File: config.mk
export PLATFORM = sky130hd
export DESIGN_NAME = hp_divider
export DESIGN_NICKNAME = d
export VERILOG_FILES = /design/src/rtl/hp_fp_pkg.sv /design/src/rtl/hp_operand_classify.sv /design/src/rtl/hp_divider.sv
export SDC_FILE = /design/constraint.sdc
export NUM_CORES = 1
export LEC_CHECK = 0
export ABC_AREA = 1
export CAP_MARGIN = 15
export CORE_MARGIN = 3
export CORE_UTILIZATION = 50
export CTS_CLUSTER_DIAMETER = 60
export DETAILED_ROUTE_END_ITERATION = 8
export PLACE_DENSITY_LB_ADDON = 0.25
export RECOVER_POWER = 100
export SLEW_MARGIN = 20
export SYNTH_ARGS = -nofsm -noshare
export SYNTH_HDL_FRONTEND = slang
export SYNTH_SLANG_ARGS = --single-unit
export TNS_END_PERCENT = 50
File: constraint.sdc
create_clock -name clk -period 2.65 [get_ports clk]
set_clock_uncertainty 0.05 [all_clocks]
set_input_delay 0.53 -clock clk [delete_from_list [all_inputs] [get_ports clk]]
set_output_delay 0.53 -clock clk [all_outputs]
set_load 0.02 [all_outputs]
File: src/rtl/hp_fp_pkg.sv
// Shared half-precision field widths, exception codes and divider state encoding.
package hp_fp_pkg;

    localparam int EXP_W      = 5;
    localparam int MAN_W      = 10;
    localparam int HP_BIAS    = 15;
    localparam int HP_EXP_MAX = 30;

    localparam logic [1:0] EXC_NONE = 2'b00;
    localparam logic [1:0] EXC_OVF  = 2'b01;
    localparam logic [1:0] EXC_UNF  = 2'b10;
    localparam logic [1:0] EXC_INV  = 2'b11;

    typedef enum logic [1:0] {
        ST_IDLE,
        ST_SPECIAL,
        ST_DIV,
        ST_NORM
    } state_t;

endpackage

File: src/rtl/hp_operand_classify.sv
// Combinational classification of one half-precision operand.
module hp_operand_classify
    import hp_fp_pkg::*;
(
    input  logic [15:0] operand,
    output logic        is_zero,
    output logic        is_denorm,
    output logic        is_inf,
    output logic        is_nan
);

    logic [EXP_W-1:0] exp_f;
    logic [MAN_W-1:0] man_f;

    assign exp_f = operand[MAN_W +: EXP_W];
    assign man_f = operand[MAN_W-1:0];

    assign is_zero   = (exp_f == '0) && (man_f == '0);
    assign is_denorm = (exp_f == '0) && (man_f != '0);
    assign is_inf    = (exp_f == '1) && (man_f == '0);
    assign is_nan    = (exp_f == '1) && (man_f != '0);

endmodule

File: src/rtl/hp_divider.sv
// Sequential half-precision divider, restoring division one quotient bit per cycle.
// Optional round-to-nearest-even enabled by defining HP_DIV_ROUND_NEAREST_EN.
module hp_divider
    import hp_fp_pkg::*;
#(
    parameter int EXP_BIAS = HP_BIAS
) (
    input  logic        clk,
    input  logic        rst,
    input  logic        start,
    input  logic [15:0] hp_inA,
    input  logic [15:0] hp_inB,
    output logic        busy,
    output logic        done,
    output logic [15:0] hp_quotient,
    output logic [1:0]  Exceptions
);

`ifdef HP_DIV_ROUND_NEAREST_EN
    localparam int DIV_ITERS = 14;
`else
    localparam int DIV_ITERS = 12;
`endif
    localparam logic signed [6:0] E_MAX = 7'(HP_EXP_MAX);
    localparam logic signed [6:0] E_MIN = 7'sd1;

    state_t state_q, state_d;

    logic                  a_zero, a_den, a_inf, a_nan;
    logic                  b_zero, b_den, b_inf, b_nan;
    logic                  inv_in, spec_hit;

    logic                  sign_q;
    logic [EXP_W-1:0]      exp_a_q, exp_b_q;
    logic [11:0]           rem_q, mb_q;
    logic [DIV_ITERS-1:0]  quo_q;
    logic [3:0]            cnt_q;
    logic [1:0]            spec_exc_q;

    logic                  ge;
    logic [11:0]           rem_sel, rem_nxt;
    logic signed [6:0]     e_raw, e_fin;
    logic [MAN_W-1:0]      mant;
    logic [15:0]           norm_q;
    logic [1:0]            norm_exc;

    hp_operand_classify u_cls_a (
        .operand   (hp_inA),
        .is_zero   (a_zero),
        .is_denorm (a_den),
        .is_inf    (a_inf),
        .is_nan    (a_nan)
    );

    hp_operand_classify u_cls_b (
        .operand   (hp_inB),
        .is_zero   (b_zero),
        .is_denorm (b_den),
        .is_inf    (b_inf),
        .is_nan    (b_nan)
    );

    assign inv_in   = a_inf | a_nan | b_inf | b_nan | a_den | b_den | b_zero;
    assign spec_hit = inv_in | a_zero;
    assign busy     = (state_q != ST_IDLE);

    // Remainder stays below 2*mb, so dropping the top bit on the shift is lossless.
    assign ge      = (rem_q >= mb_q);
    assign rem_sel = ge ? (rem_q - mb_q) : rem_q;
    assign rem_nxt = {rem_sel[10:0], 1'b0};

    always_comb begin
        e_raw = $signed({2'b00, exp_a_q}) - $signed({2'b00, exp_b_q}) + $signed(7'(EXP_BIAS));
        if (quo_q[DIV_ITERS-1]) begin
            e_fin = e_raw;
            mant  = quo_q[DIV_ITERS-2 -: MAN_W];
        end else begin
            e_fin = e_raw - 7'sd1;
            mant  = quo_q[DIV_ITERS-3 -: MAN_W];
        end
`ifdef HP_DIV_ROUND_NEAREST_EN
        begin
            logic          guard, sticky;
            logic [MAN_W:0] mant_r;
            guard  = quo_q[DIV_ITERS-1] ? quo_q[2] : quo_q[1];
            sticky = (quo_q[DIV_ITERS-1] ? (|quo_q[1:0]) : quo_q[0]) | (rem_q != '0);
            mant_r = {1'b0, mant} + {{MAN_W{1'b0}}, guard & (sticky | mant[0])};
            mant   = mant_r[MAN_W-1:0];
            if (mant_r[MAN_W]) e_fin = e_fin + 7'sd1;
        end
`endif
        if (e_fin < E_MIN) begin
            norm_exc = EXC_UNF;
            norm_q   = '0;
        end else if (e_fin > E_MAX) begin
            norm_exc = EXC_OVF;
            norm_q   = '0;
        end else begin
            norm_exc = EXC_NONE;
            norm_q   = {sign_q, e_fin[EXP_W-1:0], mant};
        end
    end

    always_comb begin
        state_d = state_q;
        case (state_q)
            ST_IDLE:    if (start) state_d = spec_hit ? ST_SPECIAL : ST_DIV;
            ST_SPECIAL: state_d = ST_IDLE;
            ST_DIV:     if (cnt_q == 4'(DIV_ITERS-1)) state_d = ST_NORM;
            ST_NORM:    state_d = ST_IDLE;
            default:    state_d = ST_IDLE;
        endcase
    end

    always_ff @(posedge clk or posedge rst) begin
        if (rst) state_q <= ST_IDLE;
        else     state_q <= state_d;
    end

    always_ff @(posedge clk or posedge rst) begin
        if (rst) begin
            sign_q      <= 1'b0;
            exp_a_q     <= '0;
            exp_b_q     <= '0;
            rem_q       <= '0;
            mb_q        <= '0;
            quo_q       <= '0;
            cnt_q       <= '0;
            spec_exc_q  <= EXC_NONE;
            done        <= 1'b0;
            hp_quotient <= '0;
            Exceptions  <= EXC_NONE;
        end else begin
            done <= 1'b0;
            case (state_q)
                ST_IDLE: if (start) begin
                    sign_q     <= hp_inA[15] ^ hp_inB[15];
                    exp_a_q    <= hp_inA[MAN_W +: EXP_W];
                    exp_b_q    <= hp_inB[MAN_W +: EXP_W];
                    rem_q      <= {1'b0, 1'b1, hp_inA[MAN_W-1:0]};
                    mb_q       <= {1'b0, 1'b1, hp_inB[MAN_W-1:0]};
                    quo_q      <= '0;
                    cnt_q      <= '0;
                    spec_exc_q <= inv_in ? EXC_INV : EXC_NONE;
                end
                ST_SPECIAL: begin
                    hp_quotient <= '0;
                    Exceptions  <= spec_exc_q;
                    done        <= 1'b1;
                end
                ST_DIV: begin
                    rem_q <= rem_nxt;
                    quo_q <= {quo_q[DIV_ITERS-2:0], ge};
                    cnt_q <= cnt_q + 4'd1;
                end
                ST_NORM: begin
                    hp_quotient <= norm_q;
                    Exceptions  <= norm_exc;
                    done        <= 1'b1;
                end
                default: ;
            endcase
        end
    end

endmodule

### I/O nets highlighted

Bar = 20 µm.
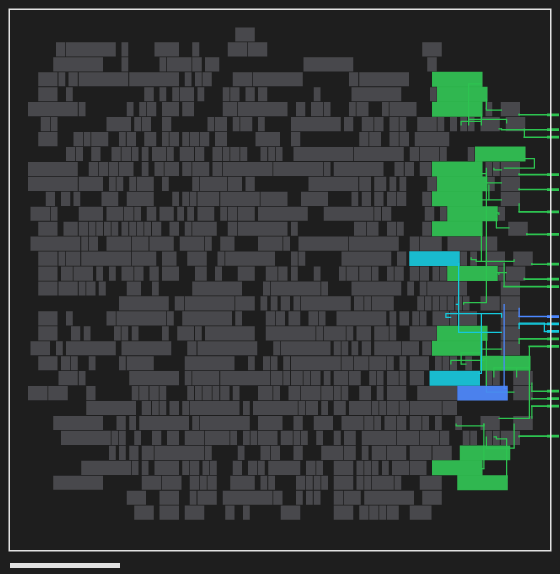
Key: hp_quotient = green [bits 16, direction output, end cells 16, buffers 16, wire 285 µm]; done = blue [bits 1, direction output, end cells 1, buffers 1, wire 22.6 µm]; Exceptions = cyan [bits 2, direction output, end cells 2, buffers 2, wire 57.6 µm]
Port Buf Inserts: 54
boundary pin count: 55

### Cell outlines without signal wires

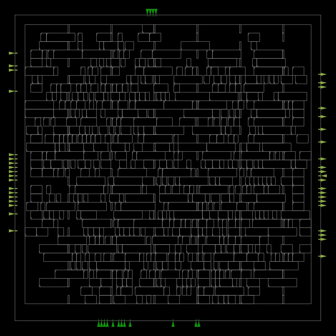
tap cells: 105
Finished Core Util: 65.9%
Fillers: 704
Seq area share: 33.1%
non-filler cells, final: 729

==> impl_metrics.py <==
# Generated from Yosys and OpenROAD reports
metrics = {
    "yosys": {
        "synth.cellmix.adderShare_pct": 6.52,
        "ys.flops": 72,
        "top_cell_area_share_pct": 42.3,
        "area_leaders": "dfrtp_1 42%, nand2_1 13%, inv_1 6.7%, nand3_1 5.8%, o21ai_0 5.6%",
        "top_area_cell": "dfrtp_1",
        "synthTopLogicFamily": "simple AND/OR/NAND/NOR gates",
        "yosys_cells": 554,
        "synth-compound-area-share_pct": 15.0,
    },
    "worst_setup_path": {
        "critPathKind": "register to register",
        "crit_path_end_kind": "register",
        "slowest_delay_ns": 0.55,
    },
    "sta": {
        "finalSetupViolCount": 18,
        "hold_viol_final": 0,
        "worst_slack_ns": -0.107,
        "fmaxAchievable_mhz": 363,
        "min_period_ns": 2.76,
        "whs_ns": 0.408,
        "finalClockPeriodUsage_pct": 104,
    },
    "routing": {
        "postRouteAntennaNets": 0,
        "wl_per_cell_um": 14.3,
        "via_count": 3977,
    },
    "outcome": {
        "violations": "setup timing",
        "outcome": "finished, violations left",
    },
    "placed_design": {
        "dp.cells": 704,
    },
    "global_route": {
        "antenna_found_initial": 0,
        "first_global_vias": 3686,
        "met1_usage_pct": 27.8,
        "track_usage_pct": 20.7,
    },
    "run": {
        "drv_cap": 0,
    },
    "floorplan": {
        "die_h_um": 98.3,
    },
    "hold_path": {
        "hold_class": "register to register",
        "min_from": "mb_q[10]",
    },
    "clock_network": {
        "clockBufferDepth": 2,
    },
    "layout": {
        "syn_to_final_growth_pct": 27.7,
        "diodes": 0,
    },
}
### Placement by cell class

Fill, decap, tap and diode cells in gray.
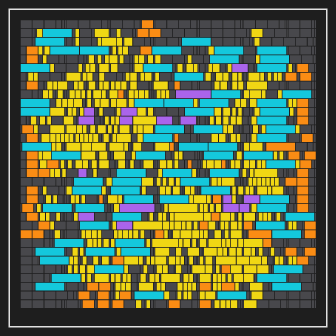
Key: registers = cyan [cells 72, share of their area 34%]; remaining buffers and delay cells = orange [cells 71, share of their area 13%]; remaining logic cells = yellow [cells 465, share of their area 49%]; clock drivers and dummy loads = purple [cells 16, share of their area 4.3%]
fin area: 5440 µm²
Row Count: 33
core area: 8260 µm²

==> what timing repair did <==
item,CTS,global route
setup endpoints to repair,18,18
setup buffers,1,5
cloned,0,3
gates resized,2,60
pin swaps,1,18
==> cells in the mapped netlist (2+ instances only) <==
| master | number |
|---|---|
| a21oi_4 | 2 |
| nand3_2 | 3 |
| or2_2 | 2 |
| xor2_1 | 4 |
| nor3_1 | 6 |
| a21boi_0 | 3 |
| o211ai_1 | 6 |
| buf_6 | 3 |
| nor2_2 | 2 |
| nand2_2 | 7 |
| nand3_1 | 49 |
| dfrtp_1 | 72 |
| nor4_1 | 3 |
| nand2_1 | 146 |
| clkinv_1 | 3 |
| xnor2_1 | 4 |
| ha_1 | 19 |
| nor2_1 | 20 |
| o22ai_1 | 13 |
| nand4_1 | 3 |
| o21ai_0 | 48 |
| a21oi_1 | 27 |
| clkbuf_1 | 15 |
| fa_1 | 2 |
| inv_1 | 76 |
==> routing by layer <==
layer	vias to the layer above	share of wire, %
met5	-	0
met4	0	2.7
met3	29	5.1
met2	136	49
met1	1862	43
li1	1950	-
==> area by class of cell <==
class	count	area, µm²	share of cell area (%)
multi-input combinational	385	2300	42.2
sequential	72	1800	33.1
timing repair buffer	71	678	12.5
inverter	80	303	5.57
tap	105	131	2.41
clock buffer	9	124	2.28
clock inverter	7	104	1.91
==> stage by stage <==
step / area, µm² / setup TNS [ns]
after detailed placement: 4920 / -1.66
final: 5440 / -1.07
after global routing: 5440 / -3.98
after floorplan: 4260 / 0
after CTS: 5170 / 0
after global placement: 4920 / -0.0555
==> worst paths after layout <==
kind / to / slack, ns
worst max register to register: hp_quotient[8] / -0.11
max in group asynchronous: mb_q[0] / 0.39
worst max-delay path: hp_quotient[8] / -0.11
min in group asynchronous: sign_q / 0.80
worst min register to register: mb_q[10] / 0.41
worst min-delay path: mb_q[10] / 0.41
==> kinds of logic after synthesis <==
group | after synthesis
buffers and inverters | 99
DFF | 72
adders and majority gates | 21
muxes | 1
AOI/OAI and AO/OA | 109
and+or+nand+nor | 244
xor gates and xnor gates | 8
==> sequential cells by signal (all words and copies together), names as in the netlist <==
signal	cells
spec_exc_q	1
mb_q	11
cnt_q	4
rem_q	12
Exceptions	2
quo_q	12
exp_a_q	5
hp_quotient	16
exp_b_q	5
state_q	2
done	1
sign_q	1
==> tightest hold or removal path, stage by stage, from the launching register on <==
cell and delay [ns]:
dfrtp_1 0.32, inv_1 0.05, nand2_1 0.05
